$ cat src/rtl/fetch_decode.sv
// Multi-cycle fetch/decode/execute/writeback core: 9-bit ISA, four registers, external combinational ALU.
// Optional macro FETCH_DECODE_DBG_EN adds a register read-back port (dbg_sel/dbg_data) for a display.
module fetch_decode #(
  parameter int PC_WIDTH = 8
) (
  input  logic                clk,
  input  logic                reset,
  output logic [PC_WIDTH-1:0] imem_addr,
  output logic                imem_req,
  input  logic                imem_ack,
  input  logic [8:0]          imem_data,
  output logic [8:0]          alu_a,
  output logic [8:0]          alu_b,
  output logic [3:0]          alu_op,
  input  logic [8:0]          alu_result,
  output logic                retired,
  output logic                halted
`ifdef FETCH_DECODE_DBG_EN
  ,
  input  logic [1:0]          dbg_sel,
  output logic [8:0]          dbg_data
`endif
);

  typedef enum logic [2:0] {
    FETCH     = 3'd0,
    DECODE    = 3'd1,
    EXECUTE   = 3'd2,
    WRITEBACK = 3'd3,
    HALTED    = 3'd4
  } state_t;

  localparam logic [3:0] OP_NOP  = 4'b1011;
  localparam logic [3:0] OP_HALT = 4'b1111;

  state_t                state_r;
  state_t                state_s;
  logic [PC_WIDTH-1:0]   pc_r;
  logic [8:0]            ir_r;
  logic [8:0]            regs_r [0:3];
  logic [8:0]            result_r;
  logic [8:0]            alu_a_r;
  logic [8:0]            alu_b_r;
  logic [3:0]            alu_op_r;

  logic [3:0]            opcode_s;
  logic [1:0]            rd_s;
  logic [1:0]            rs_s;
  logic [8:0]            imm_s;
  logic [8:0]            opa_s;
  logic [8:0]            opb_s;
  logic [3:0]            op_s;
  logic                  wr_en_s;

  assign opcode_s = ir_r[8:5];
  assign rd_s     = ir_r[4:3];
  assign rs_s     = ir_r[2:1];
  assign imm_s    = {6'd0, ir_r[2:0]};
  assign wr_en_s  = (opcode_s < 4'd11);

  assign imem_addr = pc_r;
  assign alu_a     = alu_a_r;
  assign alu_b     = alu_b_r;
  assign alu_op    = alu_op_r;

  // Status strobes follow the state register but are forced low while reset is asserted.
  assign imem_req = (state_r == FETCH)     && !reset;
  assign retired  = (state_r == WRITEBACK) && !reset;
  assign halted   = (state_r == HALTED)    && !reset;

  // State register.
  always_ff @(posedge clk) begin
    if (reset) begin
      state_r <= FETCH;
    end else begin
      state_r <= state_s;
    end
  end

  // Next-state logic.
  always_comb begin
    state_s = state_r;
    case (state_r)
      FETCH: begin
        if (imem_ack) begin
          state_s = DECODE;
        end else begin
          state_s = FETCH;
        end
      end
      DECODE: begin
        if (opcode_s == OP_HALT) begin
          state_s = HALTED;
        end else begin
          state_s = EXECUTE;
        end
      end
      EXECUTE:   state_s = WRITEBACK;
      WRITEBACK: state_s = FETCH;
      HALTED:    state_s = HALTED;
      default:   state_s = FETCH;
    endcase
  end

  // Operand and opcode selection for the ALU.
  always_comb begin
    opa_s = 9'd0;
    opb_s = 9'd0;
    op_s  = opcode_s;
    case (opcode_s)
      4'd0, 4'd1, 4'd3, 4'd7: begin
        opa_s = regs_r[rd_s];
        opb_s = regs_r[rs_s];
      end
      4'd2, 4'd4, 4'd5, 4'd6: begin
        opa_s = regs_r[rs_s];
        opb_s = 9'd0;
      end
      4'd8, 4'd9: begin
        opa_s = regs_r[rd_s];
        opb_s = imm_s;
      end
      4'd10: begin
        opa_s = 9'd0;
        opb_s = imm_s;
      end
      default: begin
        // NOP, undefined and HALT all present as a no-op to the ALU.
        opa_s = 9'd0;
        opb_s = 9'd0;
        op_s  = OP_NOP;
      end
    endcase
  end

  // Datapath: instruction latch, ALU operand registers, result capture, register file and PC.
  always_ff @(posedge clk) begin
    if (reset) begin
      pc_r     <= '0;
      ir_r     <= 9'd0;
      result_r <= 9'd0;
      alu_a_r  <= 9'd0;
      alu_b_r  <= 9'd0;
      alu_op_r <= OP_NOP;
      for (int i = 0; i < 4; i++) begin
        regs_r[i] <= 9'd0;
      end
    end else begin
      case (state_r)
        FETCH: begin
          if (imem_ack) begin
            ir_r <= imem_data;
          end
        end
        DECODE: begin
          if (opcode_s != OP_HALT) begin
            alu_a_r  <= opa_s;
            alu_b_r  <= opb_s;
            alu_op_r <= op_s;
          end
        end
        EXECUTE: begin
          result_r <= alu_result;
        end
        WRITEBACK: begin
          if (wr_en_s) begin
            regs_r[rd_s] <= result_r;
          end
          pc_r <= pc_r + PC_WIDTH'(1);
        end
        default: begin
        end
      endcase
    end
  end

`ifdef FETCH_DECODE_DBG_EN
  assign dbg_data = regs_r[dbg_sel];
`endif

endmodule
$ cat config.mk
export PLATFORM = sky130hd
export DESIGN_NAME = fetch_decode
export DESIGN_NICKNAME = d
export VERILOG_FILES = /design/src/rtl/fetch_decode.sv
export SDC_FILE = /design/constraint.sdc
export NUM_CORES = 1
export LEC_CHECK = 0
export CAP_MARGIN = 20
export CORE_MARGIN = 5
export CORE_UTILIZATION = 50
export DETAILED_ROUTE_END_ITERATION = 16
export PLACE_DENSITY = 0.73
export SLEW_MARGIN = 30
export SYNTH_ARGS = -nofsm -noshare
export SYNTH_HDL_FRONTEND = slang
export SYNTH_SLANG_ARGS = --single-unit
export TNS_END_PERCENT = 100
$ cat constraint.sdc
create_clock -name clk -period 2.5 [get_ports clk]
set_input_delay 0.375 -clock clk [delete_from_list [all_inputs] [get_ports clk]]
set_output_delay 0.375 -clock clk [all_outputs]
set_load 0.02 [all_outputs]
run_1/drive_strength.png
Scale: 4 px per um.
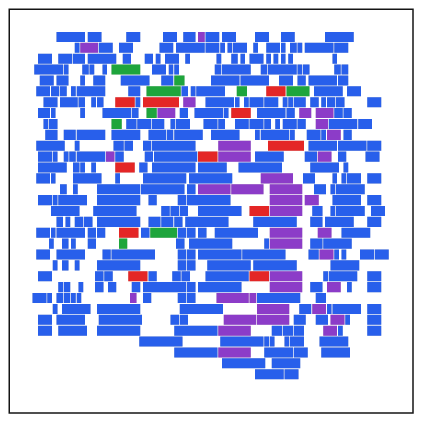
[drive 2] purple | cells: 37 | share: 9.3%
[drive 6 and up] red | cells: 11 | share: 2.8%
[drive 3 to 4] green | cells: 9 | share: 2.3%
[drive 1 or less] blue | cells: 343 | share: 86%

run_1/final_placement.png
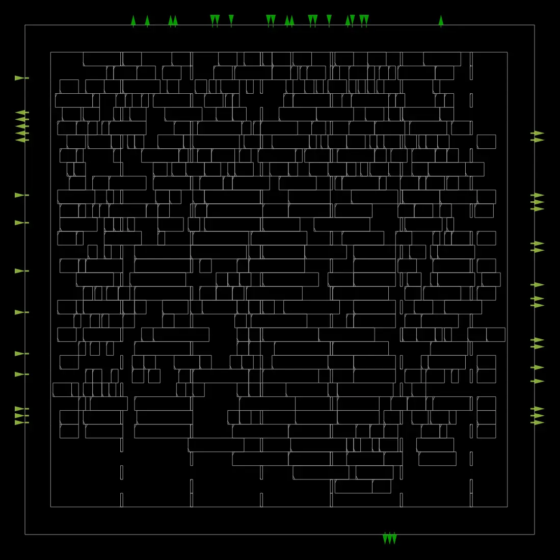
Tap Count: 105
non-filler instance count after layout: 505
Final Util: 59.8%

run_1/metal_stack.png
Scale: 4 px per um. Two of the layers only.
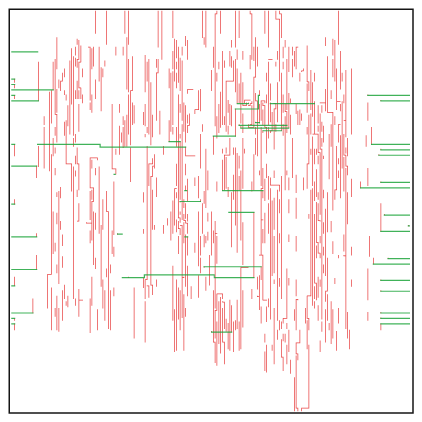
[met3] green | wire length: 353 um
[met2] red | wire length: 3860 um
Total Wirelength: 8.08 mm
vias: 2785
WL/cell: 16.0 um
All-Layer GR Usage: 16.8%

==> impl_metrics.ini, run 1 <==
; implementation run metrics
[final_timing]
finClkSkew_ns = 0.0123
slew_violations = 0
finalWorstSetupSlack_ns = 0.189
fin_crit_ns = 2.31
slew_headroom_pct = 60.1
setup_violations = 0
hold_viol_final = 0

[synthesis]
synth-seq-cells = 91
synth_cell_types = 50
yosysSeqAreaShare_pct = 53.2
syn_inst = 353
edf_count = 36
synthArstFlopShare_pct = 0
syn-cell-area_sq_um = 4100
yosysChipArea_sq_um = 4100
ff_type = dfxtp_1

[placed_design]
dpl.cell_count = 489
post-dp-hpwl_mm = 5.93
dp_slack_ns = 0.274
io_buffer_count = 53

[pwr]
vdd_drop_max_uv = 352
powerDensity_nw_per_um2 = 627

[worst_hold_path]
hp-class = in -> reg

[grt]
grt_max_degree = 52
antenna_found_initial = 0
overflow = 0

[worst_setup_path]
crit_chain = and4bb_1 -> clkdlybuf4s50_1
critical_path_class = reg -> out
crit_family = flip-flops
cp_data_arrival_time_ns = 1.94
cp_num_buf_inv = 1
start_kind = flop
critPathCaptureType = primary output

[cts]
cts_resized = 0
cts_root_buffer = clkbuf_8
h-tree-depth = 3

[route]
avgViaCountPerCell = 5.51
drt-pass1-iter-count = 4
drt_iter0_drc = 192

[cells_and_area]
regArea_sq_um = 2180
drive_gt1_share_pct = 14.2
nets = 417
synthToLayoutAreaGrowth_pct = 18.1

[run_status]
status = finished, final reports clean

[flow_run]
max_cap_viol_count = 0

[die]
dieArea_sq_um = 10100
io_pins = 54
rows = 33
[run 1: state kept, by name, summed over array words and instances (netlist names), named ones only]
register and flops:
alu_b 9, result_r 9, state_r 3, ir_r 9, regs_r 36, alu_op 4, imem_addr 8, alu_a 9
[run 1: synth_stat cells (2+ instances only)]
cell      count  area, sq um
a222oi_1      3         30.0
a21oi_1      19         95.1
buf_4         2         15.0
xor2_1        3         26.3
nor3_2        9         90.1
nor3_1        3         15.0
buf_6         3         33.8
mux4_2       18          405
xnor2_1       4         35.0
nand3_1       2         10.0
buf_1         4         15.0
clkbuf_1      5         18.8
nor4_1        2         12.5
buf_2        12         60.1
and3b_1       3         26.3
nand4_1       3         18.8
a21oi_2       2         17.5
nand2_1      46          173
a221oi_1      9         78.8
a32o_1        3         30.0
and2_1       36          225
dfxtp_1      55         1100
o22ai_1       3         18.8
nor2_1       28          105
a22oi_1       7         52.6
or2_1         4         25.0
nand2b_1      7         43.8
edfxtp_1     36         1080
[run 1: kinds of logic (layout without fill, tap and decap cells)]
kind of cell	count (synthesis)	in the layout	synth area share, %
simple gates	156	156	22.0
flops	91	91	53.2
compound gates	52	52	9.34
buf+inv	27	74	3.57
mux	19	19	10.1
xor+xnor	7	7	1.49
fa+ha+maj	1	1	0.305
[run 1: report_power, final]
| part | switching (mW) | internal (mW) |
|---|---|---|
| registers | 0.0743 | 1.61 |
| logic | 0.190 | 0.182 |
| clock network | 0.500 | 0.482 |
| total | 0.764 | 2.27 |
[run 1: through the flow]
| step | hold WS [ns] | power [mW] | util [%] |
|---|---|---|---|
| final | 0.298 | 3.04 | 59.8 |
| after detailed placement | 0.466 | 2.09 | 57.4 |
| after global placement | 0.454 | 2.08 | 57.4 |
| after CTS | 0.293 | 3.05 | 59.8 |
| after floorplan | 0.437 | 1.96 | - |
| after global routing | 0.312 | 3.17 | 59.8 |
[run 1: cell type report]
cell class              instances  area share (%)
repair buffers                 57            11.5
inverters                       1          0.0775
well taps                     105            2.71
flip-flops and latches         91            45.1
multi-input cells             235            36.6
clock inverters                 3           0.336
clock buffers                  13            3.75
[run 1: final timing paths]
| check | endpoint | depth (start not counted) | start |
|---|---|---|---|
| hold / removal | state_r[1] | 2 | reset |
| setup reg to reg | regs_r[0][1] | 4 | state_r[0] |
| setup / recovery | retired | 2 | state_r[0] |
| hold reg to reg | alu_op[3] | 2 | alu_op[3] |
[run 1: per-layer routing]
| metal | share of wire, % | global-route usage (%) | vias to the layer above |
|---|---|---|---|
| li1 | - | - | 1367 |
| met5 | 0 | 0 | - |
| met1 | 47 | 23.9 | 1344 |
| met4 | 1.0 | 5.60 | 0 |
| met2 | 48 | 26.0 | 65 |
| met3 | 4.4 | 3.39 | 9 |
run_1/port_nets.png
Scale: 3 px per um.
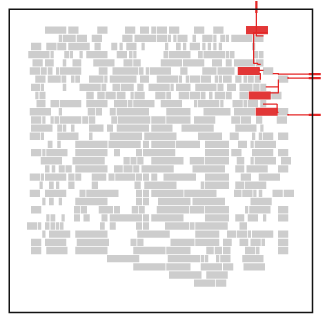

==> run 1 -> run 2 <==
Settings changed: PLACE_DENSITY 0.73 to not set, PLACE_DENSITY_LB_ADDON set to 0.1, SLEW_MARGIN 30 to 25.
run_2/port_nets.png
Scale: 3 px per um.
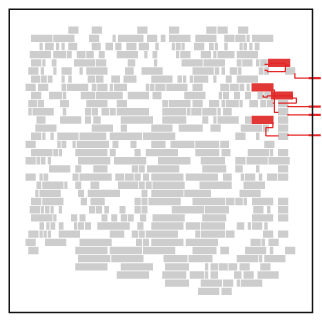
[alu_op] red | bits: 4 | direction: output | end cells: 4 | buffers: 4 | wire: 87.6 um

==> run 2 against run 1 <==
Clock power rose by 8%. Setup slack improved by 0.043 ns. Non-clock buffer count rose by 2. Clock skew fell by 0.0011 ns. Total power rose by 2.6%. Fmax rose by 1.9%. Largest cell class unchanged. Largest power group unchanged.
==> impl_metrics.ini, run 2 <==
; implementation run metrics
[die]
io_pins = 54
rows = 33

[synthesis]
ff_type = dfxtp_1
syn_inst = 353
most_common_cell = dfxtp_1
common_cells = dfxtp_1, nand2_1, and2_1, edfxtp_1, nor2_1
yosysTopAreaCellShare_pct = 26.8
largest_area_cell = dfxtp_1
yosysSeqAreaShare_pct = 53.2
edf_count = 36
synthArstFlopShare_pct = 0
synthTopCellsByArea = dfxtp_1, edfxtp_1, mux4_2
yosysChipArea_sq_um = 4100

[cells_and_area]
largest_reg_flops = 36
drive_gt1_share_pct = 15.2
synthToLayoutAreaGrowth_pct = 19.1
nets = 419

[final_timing]
slew_headroom_pct = 59.1
hold_viol_final = 0
fin_crit_ns = 2.27
slew_violations = 0
setup_violations = 0

[pwr]
power_frac_clock_pct = 34.1
p_seq_share_pct = 53.8
vdd_drop_max_uv = 291
powerDensity_nw_per_um2 = 638
p_int_mw = 2.34
power_frac_comb_pct = 12.1
p_sw_mw = 0.781

[grt]
overflow = 0
grt_use_total_pct = 16.6
antenna_found_initial = 0

[worst_setup_path]
critPathCaptureType = primary output
cp_data_arrival_time_ns = 1.89
start_kind = flop

[route]
avgViaCountPerCell = 5.38
routedWlPerCell_um = 15.9
vias = 2729
drt_iter0_drc = 119
wl_mm = 8.06

[placed_design]
io_buffer_count = 53
post-dp-hpwl_mm = 5.95

[run_status]
status = finished, final reports clean

[cts]
cts_root_buffer = clkbuf_8
cts_resized = 0
h-tree-depth = 3
-- run 2: cell types whose count changed in the layout (fill, tap and decap cells not counted), sizes merged --
| cell | delta |
|---|---|
| buf | +2 |
| clkbuf | -1 |
| clkinv | +1 |
-- run 2: metrics by stage --
step	power (mW)	setup WS, ns	instances	util (%)
floorplan	1.96	0.547	353	-
detailed placement	2.09	0.397	491	57.6
CTS	3.15	0.175	507	60.4
finish	3.12	0.232	507	60.4
global placement	2.09	0.485	491	57.6
global route	3.25	0.0447	507	60.4
-- run 2: routing by layer --
metal | wire length, um | vias up | part of all wire (%) | global-route usage (%)
met5 | 0 | - | 0 | 0
li1 | - | 1369 | - | -
met4 | 78 | 0 | 0.97 | 6.84
met1 | 3770 | 1295 | 47 | 22.6
met3 | 394 | 8 | 4.9 | 2.91
met2 | 3810 | 57 | 47 | 26.5
-- run 2: area by class of cell --
class	instances	area (sq um)	area share, %
sequential	91	2180	44.7
clock inverter	4	25.0	0.512
multi-input combinational	235	1770	36.3
clock buffer	12	199	4.07
timing repair buffer	59	571	11.7
inverter	1	3.75	0.0768
tap	105	131	2.69
-- run 2: cell families (layout without fill, tap and decap cells) --
kind of cell | Yosys count | count (layout) | synth area share, %
AND/OR/NAND/NOR | 156 | 156 | 22.0
buffers and inverters | 27 | 76 | 3.57
AND-OR/OR-AND | 52 | 52 | 9.34
multiplexers | 19 | 19 | 10.1
flip-flops | 91 | 91 | 53.2
adder cells (fa/ha/maj) | 1 | 1 | 0.305
XOR/XNOR | 7 | 7 | 1.49
-- run 2: final timing paths --
check             startpoint            to  slack (ns)  cells after the start
hold reg to reg      ir_r[0]       ir_r[0]        0.49                      2
setup / recovery  state_r[2]        halted        0.23                      3
hold / removal         reset  imem_addr[1]        0.45                      3
setup reg to reg  state_r[2]      alu_a[0]        0.49                      5
-- run 2: power by group through the flow --
| stage | Sequential [mW] | Combinational (mW) | Clock [mW] |
|---|---|---|---|
| detailed placement | 1.71 | 0.379 | 0 |
| CTS | 1.68 | 0.381 | 1.09 |
| global placement | 1.71 | 0.373 | 0 |
| global route | 1.69 | 0.411 | 1.15 |
| finish | 1.68 | 0.377 | 1.06 |
| floorplan | 1.71 | 0.250 | 0 |
-- run 2: worst max-delay path: stages, from the launching register on --
cell and delay [ns]:
dfxtp_1 0.44, buf_4 0.21, nor4b_1 0.23, clkdlybuf4s50_1 0.65
run_2/metal_stack.png
Scale: 4 px per um. Two of the layers only.
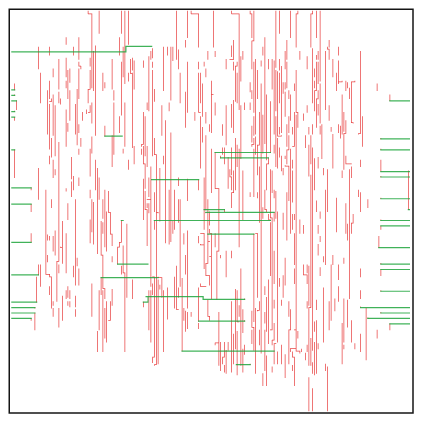

==> run 2 -> run 3 <==
Settings changed: CORE_UTILIZATION 50 to 49.
Clock period 2.5 ns to 1.8 ns, I/O delays scaled along.
run_3/metal_stack.png
Scale: 4 px per um. Two of the layers only.
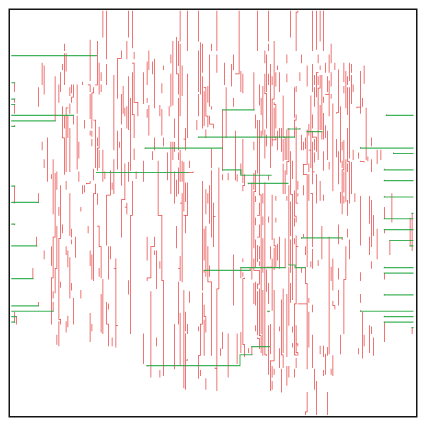
[met2] red | wire length: 3750 um
[met3] green | wire length: 379 um

==> run 3 against run 2 <==
Sequential power grew 38%. Wire length fell by 0.65%. Via count is 1.8% higher. Critical path depth is 2 lower. Setup slack got worse by 0.14 ns.
==> impl_metrics.ini, run 3 <==
; implementation run metrics
[final_timing]
slew_headroom_pct = 68.9
holdWs_ns = 0.186
slew_violations = 0
hold_viol_final = 0
fin_crit_ns = 1.70

[route]
drt-pass1-iter-count = 4
drt_iter0_drc = 87
vias = 2778

[worst_setup_path]
critical_path_class = reg -> out

[pwr]
powerDensity_nw_per_um2 = 876
finalPower_mw = 4.46

[cts]
cts_root_buffer = clkbuf_8
h-tree-depth = 3

[flow_run]
max_cap_viol_count = 0

[grt]
grt_use_total_pct = 16.8
grt_max_degree = 35

[die]
rows = 33

[synthesis]
common_cells = dfxtp_1, nand2_1, and2_1, edfxtp_1, nor2_1
ff_type = dfxtp_1
edf_count = 36
yosysTopAreaCellShare_pct = 26.8
synthArstFlopShare_pct = 0
synthTopCellsByArea = dfxtp_1, edfxtp_1, mux4_2

[run_status]
status = finished, final reports clean

[cells_and_area]
comb_area_sq_um = 1790
==> run 3: cell counts after synthesis <==
No cell type changed its count.
==> run 3: kinds of logic after synthesis <==
| kind of cell | synth area share [%] |
|---|---|
| adder cells (fa/ha/maj) | 0.305 |
| AND/OR/NAND/NOR | 22.0 |
| AND-OR/OR-AND | 9.34 |
| buffers and inverters | 3.57 |
| multiplexers | 10.1 |
| XOR/XNOR | 1.49 |
| flip-flops | 53.2 |
==> run 3: cell type report <==
class / count / share of cell area, %
clock buffer: 12 / 3.07
clock inverter: 4 / 1.40
inverter: 1 / 0.0738
multi-input combinational: 235 / 35.1
sequential: 91 / 42.9
tap: 105 / 2.58
timing repair buffer: 77 / 14.8
==> run 3: power breakdown <==
group	switching [mW]	total (mW)	internal [mW]
registers	0.0819	2.32	2.23
logic	0.293	0.588	0.295
clock network	0.691	1.55	0.864
total	1.07	4.46	3.39
==> run 3: metal layers <==
layer  track usage [%]  share of wire, %  vias up
met1              23.3                47     1308
met2              25.5                47       58
met4              6.24               1.1        0
li1                  -                 -     1405
met5                 0                 0        -
met3              4.61               4.7        7
==> run 3: worst paths after layout <==
| check | from | endpoint | slack (ns) | depth (start not counted) |
|---|---|---|---|---|
| max | imem_addr[0] | imem_addr[0] | 0.1 | 1 |
| min | reset | imem_addr[6] | 0.19 | 2 |
| max reg2reg | state_r[1] | alu_a[2] | 0.17 | 6 |
| min reg2reg | ir_r[0] | ir_r[0] | 0.48 | 2 |
==> run 3: through the flow <==
| step | utilization [%] | worst slack [ns] | cells |
|---|---|---|---|
| CTS | 62.1 | 0.0705 | 525 |
| global route | 62.2 | 0.0101 | 525 |
| floorplan | - | 0.00931 | 353 |
| global placement | 59.3 | 0.0888 | 509 |
| detailed placement | 59.3 | 0.0330 | 509 |
| finish | 62.2 | 0.0962 | 525 |
Power is estimated from default activity; no workload was simulated.
